==> config.mk <==
export PLATFORM = sky130hd
export DESIGN_NAME = csi_segment_evaluator
export DESIGN_NICKNAME = d
export VERILOG_FILES = /design/src/rtl/csi_pkg.sv /design/src/rtl/csi_segment_evaluator_mac.sv /design/src/rtl/csi_segment_evaluator.sv
export SDC_FILE = /design/constraint.sdc
export NUM_CORES = 2
export LEC_CHECK = 0
export ABC_AREA = 1
export CAP_MARGIN = 15
export CORE_MARGIN = 1
export CORE_UTILIZATION = 57
export CTS_BUF_LIST = sky130_fd_sc_hd__clkbuf_2
export DETAILED_ROUTE_END_ITERATION = 10
export GPL_TIMING_DRIVEN = 0
export PLACE_DENSITY = 0.8
export SETUP_SLACK_MARGIN = 0.1
export SLEW_MARGIN = 20
export SYNTH_ARGS = -nofsm -noshare
export SYNTH_HDL_FRONTEND = slang
export SYNTH_SLANG_ARGS = --single-unit
==> constraint.sdc <==
create_clock -name clk -period 7.4 [get_ports clk]
set_input_delay 1.48 -clock clk [delete_from_list [all_inputs] [get_ports clk]]
set_output_delay 1.48 -clock clk [all_outputs]
set_load 0.01 [all_outputs]
==> src/rtl/csi_pkg.sv <==
// Shared types and helpers for the cubic-spline segment evaluator.
package csi_pkg;

    localparam int unsigned CSI_W   = 20;
    localparam int unsigned CLAMP_W = 64;

    typedef enum logic [2:0] {
        IDLE,
        MUL1,
        MUL2,
        MUL3,
        OUT
    } state_e;

    // Clamp a sign-extended 2W+1-bit sum to the signed range of a w-bit value.
    function automatic logic signed [CLAMP_W-1:0] sat_clamp(
        input  logic signed [CLAMP_W-1:0] sum,
        input  int unsigned               w,
        output logic                      ovf
    );
        logic signed [CLAMP_W-1:0] hi;
        logic signed [CLAMP_W-1:0] lo;
        hi  = (64'sd1 <<< (w - 1)) - 64'sd1;
        lo  = -(64'sd1 <<< (w - 1));
        ovf = 1'b0;
        if (sum > hi) begin
            ovf = 1'b1;
            return hi;
        end
        if (sum < lo) begin
            ovf = 1'b1;
            return lo;
        end
        return sum;
    endfunction

endpackage

==> src/rtl/csi_segment_evaluator_mac.sv <==
// Combinational Horner step: acc*t + coef, clamped to W bits with overflow flag.
import csi_pkg::*;

module csi_mac_sat #(
    parameter int unsigned W = CSI_W
) (
    input  logic signed [W-1:0] acc_i,
    input  logic signed [W-1:0] t_i,
    input  logic signed [W-1:0] coef_i,
    output logic signed [W-1:0] res_c_o,
    output logic                sat_c_o
);

    localparam int unsigned PW = 2 * W;
    localparam int unsigned SW = 2 * W + 1;

    logic signed [PW-1:0]      prod;
    logic signed [SW-1:0]      sum;
    logic signed [CLAMP_W-1:0] clamped;

    always_comb begin
        prod    = PW'(acc_i) * PW'(t_i);
        sum     = SW'(prod) + SW'(coef_i);
        clamped = sat_clamp(CLAMP_W'(sum), W, sat_c_o);
        res_c_o = W'(clamped);
    end

endmodule

==> src/rtl/csi_segment_evaluator.sv <==
// Evaluates one cubic segment at every integer position in [P_lo, P_hi) and streams samples.
import csi_pkg::*;

module csi_segment_evaluator #(
    parameter int unsigned W = CSI_W
) (
    input  logic                clk,
    input  logic                rst,
    input  logic                seg_valid,
    output logic                seg_ready,
    input  logic signed [W-1:0] seg_a,
    input  logic signed [W-1:0] seg_b,
    input  logic signed [W-1:0] seg_c,
    input  logic signed [W-1:0] seg_d,
    input  logic signed [W-1:0] seg_p_lo,
    input  logic signed [W-1:0] seg_p_hi,
    output logic                y_valid,
    input  logic                y_ready,
    output logic signed [W-1:0] y_data,
    output logic signed [W-1:0] y_pos,
    output logic                y_last,
    output logic                y_sat,
    output logic                seg_done
);

    state_e state_q, state_d;

    logic signed [W-1:0] acc_q, acc_d;
    logic signed [W-1:0] t_q, t_d;
    logic signed [W-1:0] x_q, x_d;
    logic signed [W-1:0] a_q, a_d, b_q, b_d, c_q, c_d, d_q, d_d;
    logic signed [W-1:0] p_hi_q, p_hi_d;
    logic                sat_q, sat_d;

    logic                seg_ready_q, seg_ready_d;
    logic                y_valid_q, y_valid_d;
    logic signed [W-1:0] y_data_q, y_data_d;
    logic signed [W-1:0] y_pos_q, y_pos_d;
    logic                y_last_q, y_last_d;
    logic                y_sat_q, y_sat_d;
    logic                seg_done_q, seg_done_d;

    logic signed [W-1:0] coef_sel;
    logic signed [W-1:0] mac_res;
    logic                mac_sat;

    // Single shared multiplier; the state picks which coefficient is added.
    always_comb begin
        coef_sel = a_q;
        case (state_q)
            MUL1:    coef_sel = c_q;
            MUL2:    coef_sel = b_q;
            default: coef_sel = a_q;
        endcase
    end

    csi_mac_sat #(.W(W)) u_mac (
        .acc_i   (acc_q),
        .t_i     (t_q),
        .coef_i  (coef_sel),
        .res_c_o (mac_res),
        .sat_c_o (mac_sat)
    );

    always_comb begin
        state_d    = state_q;
        acc_d      = acc_q;
        t_d        = t_q;
        x_d        = x_q;
        a_d        = a_q;
        b_d        = b_q;
        c_d        = c_q;
        d_d        = d_q;
        p_hi_d     = p_hi_q;
        sat_d      = sat_q;
        y_valid_d  = y_valid_q;
        y_data_d   = y_data_q;
        y_pos_d    = y_pos_q;
        y_last_d   = y_last_q;
        y_sat_d    = y_sat_q;
        seg_done_d = 1'b0;

        case (state_q)
            IDLE: begin
                if (seg_valid) begin
                    a_d    = seg_a;
                    b_d    = seg_b;
                    c_d    = seg_c;
                    d_d    = seg_d;
                    p_hi_d = seg_p_hi;
                    t_d    = '0;
                    x_d    = seg_p_lo;
                    if (seg_p_hi <= seg_p_lo) begin
                        seg_done_d = 1'b1;
                    end else begin
                        acc_d   = seg_d;
                        sat_d   = 1'b0;
                        state_d = MUL1;
                    end
                end
            end
            MUL1: begin
                acc_d   = mac_res;
                sat_d   = sat_q | mac_sat;
                state_d = MUL2;
            end
            MUL2: begin
                acc_d   = mac_res;
                sat_d   = sat_q | mac_sat;
                state_d = MUL3;
            end
            MUL3: begin
                acc_d     = mac_res;
                sat_d     = sat_q | mac_sat;
                y_valid_d = 1'b1;
                y_data_d  = mac_res;
                y_pos_d   = x_q;
                y_last_d  = (x_q == (p_hi_q - W'(1)));
                y_sat_d   = sat_q | mac_sat;
                state_d   = OUT;
            end
            OUT: begin
                if (y_ready) begin
                    y_valid_d = 1'b0;
                    if (y_last_q) begin
                        seg_done_d = 1'b1;
                        state_d    = IDLE;
                    end else begin
                        t_d     = t_q + W'(1);
                        x_d     = x_q + W'(1);
                        acc_d   = d_q;
                        sat_d   = 1'b0;
                        state_d = MUL1;
                    end
                end
            end
            default: state_d = IDLE;
        endcase

        seg_ready_d = (state_d == IDLE);
    end

    always_ff @(posedge clk or posedge rst) begin
        if (rst) begin
            state_q     <= IDLE;
            acc_q       <= '0;
            t_q         <= '0;
            x_q         <= '0;
            a_q         <= '0;
            b_q         <= '0;
            c_q         <= '0;
            d_q         <= '0;
            p_hi_q      <= '0;
            sat_q       <= 1'b0;
            seg_ready_q <= 1'b1;
            y_valid_q   <= 1'b0;
            y_data_q    <= '0;
            y_pos_q     <= '0;
            y_last_q    <= 1'b0;
            y_sat_q     <= 1'b0;
            seg_done_q  <= 1'b0;
        end else begin
            state_q     <= state_d;
            acc_q       <= acc_d;
            t_q         <= t_d;
            x_q         <= x_d;
            a_q         <= a_d;
            b_q         <= b_d;
            c_q         <= c_d;
            d_q         <= d_d;
            p_hi_q      <= p_hi_d;
            sat_q       <= sat_d;
            seg_ready_q <= seg_ready_d;
            y_valid_q   <= y_valid_d;
            y_data_q    <= y_data_d;
            y_pos_q     <= y_pos_d;
            y_last_q    <= y_last_d;
            y_sat_q     <= y_sat_d;
            seg_done_q  <= seg_done_d;
        end
    end

    assign seg_ready = seg_ready_q;
    assign y_valid   = y_valid_q;
    assign y_data    = y_data_q;
    assign y_pos     = y_pos_q;
    assign y_last    = y_last_q;
    assign y_sat     = y_sat_q;
    assign seg_done  = seg_done_q;

endmodule

Fig. 1: congestion heat map
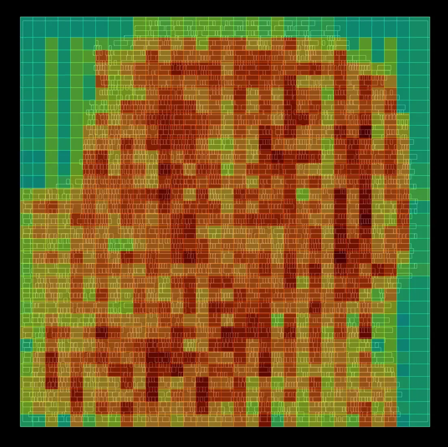
aggregate global-route resource usage: 0.356
global routing's busiest layer: met2

Fig. 2: routed metal, one colour a layer
Scale: 1 px per um.
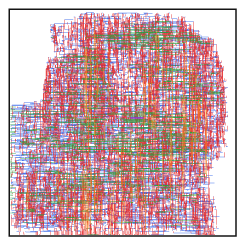
layer	colour	wire length
met4	orange	4,070 um
met5	purple	12.0 um
met3	green	10,200 um
met1	blue	34.2 mm
met2	red	40.2 mm
aggregate routed wire length: 88,600 um
average wire per standard cell: 18.5 um
overall via count from detail_route: 26,100

Fig. 3: M3 wires
Scale: 1 px per um.
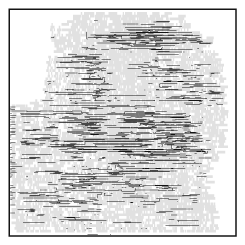
main direction	horizontal
nets with wire on the layer	571
wire length on this layer	10,200 um
share of all routed wire	12%
longest straight run	88.3 um
met3 usage: 0.0662

==> reports/qor_table.md <==
| Result | Value | Unit |
| --- | --- | --- |
| Total number of warnings across the stage logs | 30 | - |
| Area Overhead vs Synth | 17.9 | % |
| End of the critical path | acc_q[9] | - |
| Final cell count without fillers | 4,793 | - |
| DP HPWL | 69,400 | um |
| Post-route worst setup slack | -170 | ps |
| Final Power | 13.3 | mW |
| Worst hold-check path type | reg -> reg | - |
| Global-route wire length before repair | 138,000 | um |
| Critical-path maximum fanout | 6 | - |
| Met1 layer wirelength in the final routing | 34,200 | um |
| Commonest non-fill, non-tap cells in the layout | nand2_1 (1,050), inv_1 (966), fa_1 (428) | - |
| Post-CTS repair timing setup buffer count | 37 | - |
| Final hold viol count | 0 | - |
| TritonCTS clock tree | yes | - |
| Internal reg-to-reg setup slack | -170 | ps |
| Detailed-route DRC error count | 0 | - |
| Detailed route wirelength on metal3 | 10,200 | um |
| Fillers | 3,862 | - |
| Clk sinks | 209 | - |
| Highest metal layer with signal wires | met5 | - |
| Synth unique cells | 41 | - |
| Hold Startpoint | y_valid | - |
| Cells after synthesis | 3,810 | - |
| Core region area | 49,100 | um2 |
| Depth of the worst register-to-register path | 39 | - |
| Count of antenna-violating nets left after detailed routing | 0 | - |
| Failing checks | negative setup slack | - |
| Unrepaired setup endpoints after global routing | yes | - |
| Final setup fails | 35 | - |
| Maximum number of pins on one net before global-route repair | 103 | - |
| Worst setup slack after placement | -1560 | ps |
| Buffer levels on the longest clock path | 3 | - |
| Global-route track usage on met2 | 0.552 | - |
| Overall die width | 225 | um |
| Post-DP Area | 31,000 | um2 |
| Nature of the critical path startpoint | register | - |
| GR Overflow Total | 0 | - |
| Start-to-end type of the worst setup path | reg -> reg | - |
| Post-detailed-route via-to-cell ratio | 5.45 | - |
| Max-cap violations | 0 | - |
| Die span in y | 225 | um |
| Most common cell after layout, fill and taps aside | nand2_1 | - |
| Number of levels in the clock H-tree | 2 | - |
| Flip-flop and latch count after synthesis | 209 | - |
| Slowest stage cell on the critical path | fa_2 | - |
| Min Hold Slack | 485 | ps |
| PD cells | 398 | nW/um2 |
| Met2 routed wirelength | 40,200 | um |
| Util after Layout | 0.682 | - |
| Initial antenna violation count | 5 | - |
| Ratio of cells with drive above 1 in the final layout | 0.122 | - |
| Post-synthesis sequential area ratio | 0.184 | - |
| Cts repair resizes | 276 | - |
| Count of boundary I/O pins | 169 | - |
| Max-slew violation count | 0 | - |
| Maximum cell stage delay along the critical path | 620 | ps |
| Chip Area, Yosys | 28,400 | um2 |
| Start point of the critical path | state_q[2] | - |
| Endpoint, Worst Hold | y_valid | - |
| Kind of capture point of the worst setup path | register | - |
| Max-slew headroom at the worst pin | 0.330 | - |
| Cell Area, Synth | 28,400 | um2 |
| Detailed Route Iter0 Violations | 2,820 | - |
| Clock Tree Root | clkbuf_2 | - |
| Clock period minus final worst setup slack | 7570 | ps |
| Total instance count after detailed placement | 4,644 | - |
| Maximum VDD drop | 0.000297 | V |
| Total nets after synthesis | 4,513 | - |
| Total number of nets in the final design | 4,791 | - |
| Transition time of the tightest slew-check pin | 1010 | ps |
| Required time of the critical path | 8230 | ps |
| Crit Reg-Reg Endpoint | acc_q[9] | - |
| Starting Density | 0.579 | - |
| Worst EP arrival | 8400 | ps |
| Count of yosys warnings during synthesis | 0 | - |
| Weighted congestion reported at the end of routability-driven placement | 1.00 | - |
| Startpoint of the worst register-to-register path | state_q[2] | - |
| Number of global-route vias before repair | 26,000 | - |
| Global routing met1 resource utilization | 0.490 | - |
| Final Instance Area | 33,500 | um2 |
| Setup TNS after final layout | -2340 | ps |
| IO Port Bufs | 168 | - |
| Post-cts hold buffer count | 0 | - |
| Detailed-routing iteration count for the pre-antenna-repair pass | 6 | - |
| Tcrit/Tclk final | 1.02 | - |
| Placement row count | 81 | - |
| Total die area | 50,700 | um2 |
| # Cells Yosys | 3,810 | - |
| Mean cell area of the mapped netlist | 7.45 | um2 |
| Fmax achieved | 132 | MHz |
| Number of buffers created by CTS | 50 | - |
| Status | finished with violations | - |
| Post-CTS clock slew at the launch and capture registers of the worst setup and hold paths | 110 | ps |
| Leak | 18.7 | nW |
| Cell depth of the worst hold path | 2 | - |
Fig. 4: routed clock nets over the placement
Scale: 1.5 px per um.
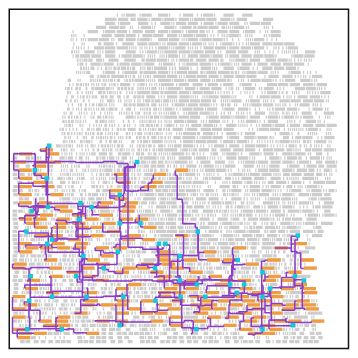
[cells driving clock nets] cyan | count: 50
[clock wires] purple | length: 3,280 um
[flip-flops] orange | count: 209
routed clock nets	51
Setup Skew: 103 ps
Clk. pwr: 0.813 mW
power share of the clock group: 0.061
clock network latency to the later pin of the worst-skew pair: 930 ps

Fig. 5: wire density map
Scale: 1.5 px per um. 23 x 23 tiles, from dark purple (low) to yellow (high), scaled to the fullest tile. Values are wire area over tile area, all layers added.
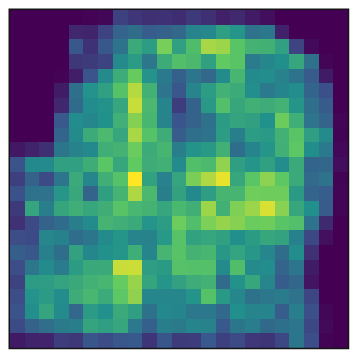
fullest tile	0.73
tiles over half the peak	40%
densest ninth of the die	centre

## final cells by class
cell class,instances,area (um2),share of cell area
multi-input combinational,2450,20000,0.598
tap,664,831,0.0248
inverter,1003,3780,0.113
clock inverter,11,75.1,0.00224
antenna,6,15.0,0.000449
sequential,209,5240,0.157
clock buffer,76,380,0.0114
timing repair buffer,227,2200,0.0657
buffer,147,927,0.0277
## cells in the mapped netlist (all sizes together)
cell    number  area, um2
nor3b        2       15.0
a22oi        2       15.0
clkbuf     140        526
a31oi       23        144
a21oi       80        400
nor3        33        203
nand2     1122       4220
o41ai        1       8.76
nor4         7       43.8
o31ai        2       15.0
buf          8       51.3
a221oi      15        131
fa         446       8930
xor2        38        333
o22ai        4       25.0
dfstp        1       26.3
nand3       90        460
o211ai       6       45.0
nand4       40        250
o21ai      156        781
nand3b       2       15.0
clkinv       1       3.75
ha         133       1660
o21a         3       22.5
o211a        1       10.0
or2          7       43.8
dfrtp      208       5200
o221ai       5       43.8
inv       1002       3760
nor2       207        787
xnor2       15        131
o21bai       6       45.0
a211oi       4       30.0
## cell families (layout without fill, tap and decap cells)
logic type               count (synthesis)  in the layout  synth area share
buffers and inverters                 1151           1464             0.153
flip-flops                             209            209             0.184
XOR/XNOR                                53             53            0.0164
AND/OR/NAND/NOR                       1510           1510             0.213
other                                    0              6                 0
adder cells (fa/ha/maj)                579            579             0.373
AND-OR/OR-AND                          308            308            0.0605
## power breakdown
part | total, mW | internal, mW | switching, mW
registers | 2.08 | 1.65 | 0.434
clock network | 0.813 | 0.306 | 0.507
logic | 10.4 | 3.77 | 6.65
total | 13.3 | 5.73 | 7.59
## critical path, delay by kind of cell (launching register included)
kind	cells	cell delay [ps]
and+or+nand+nor	19	2240
DFF	1	400
adders and majority gates	8	3530
buffers and inverters	10	900
AOI/OAI and AO/OA	2	470
Power is estimated from default activity; no workload was simulated.
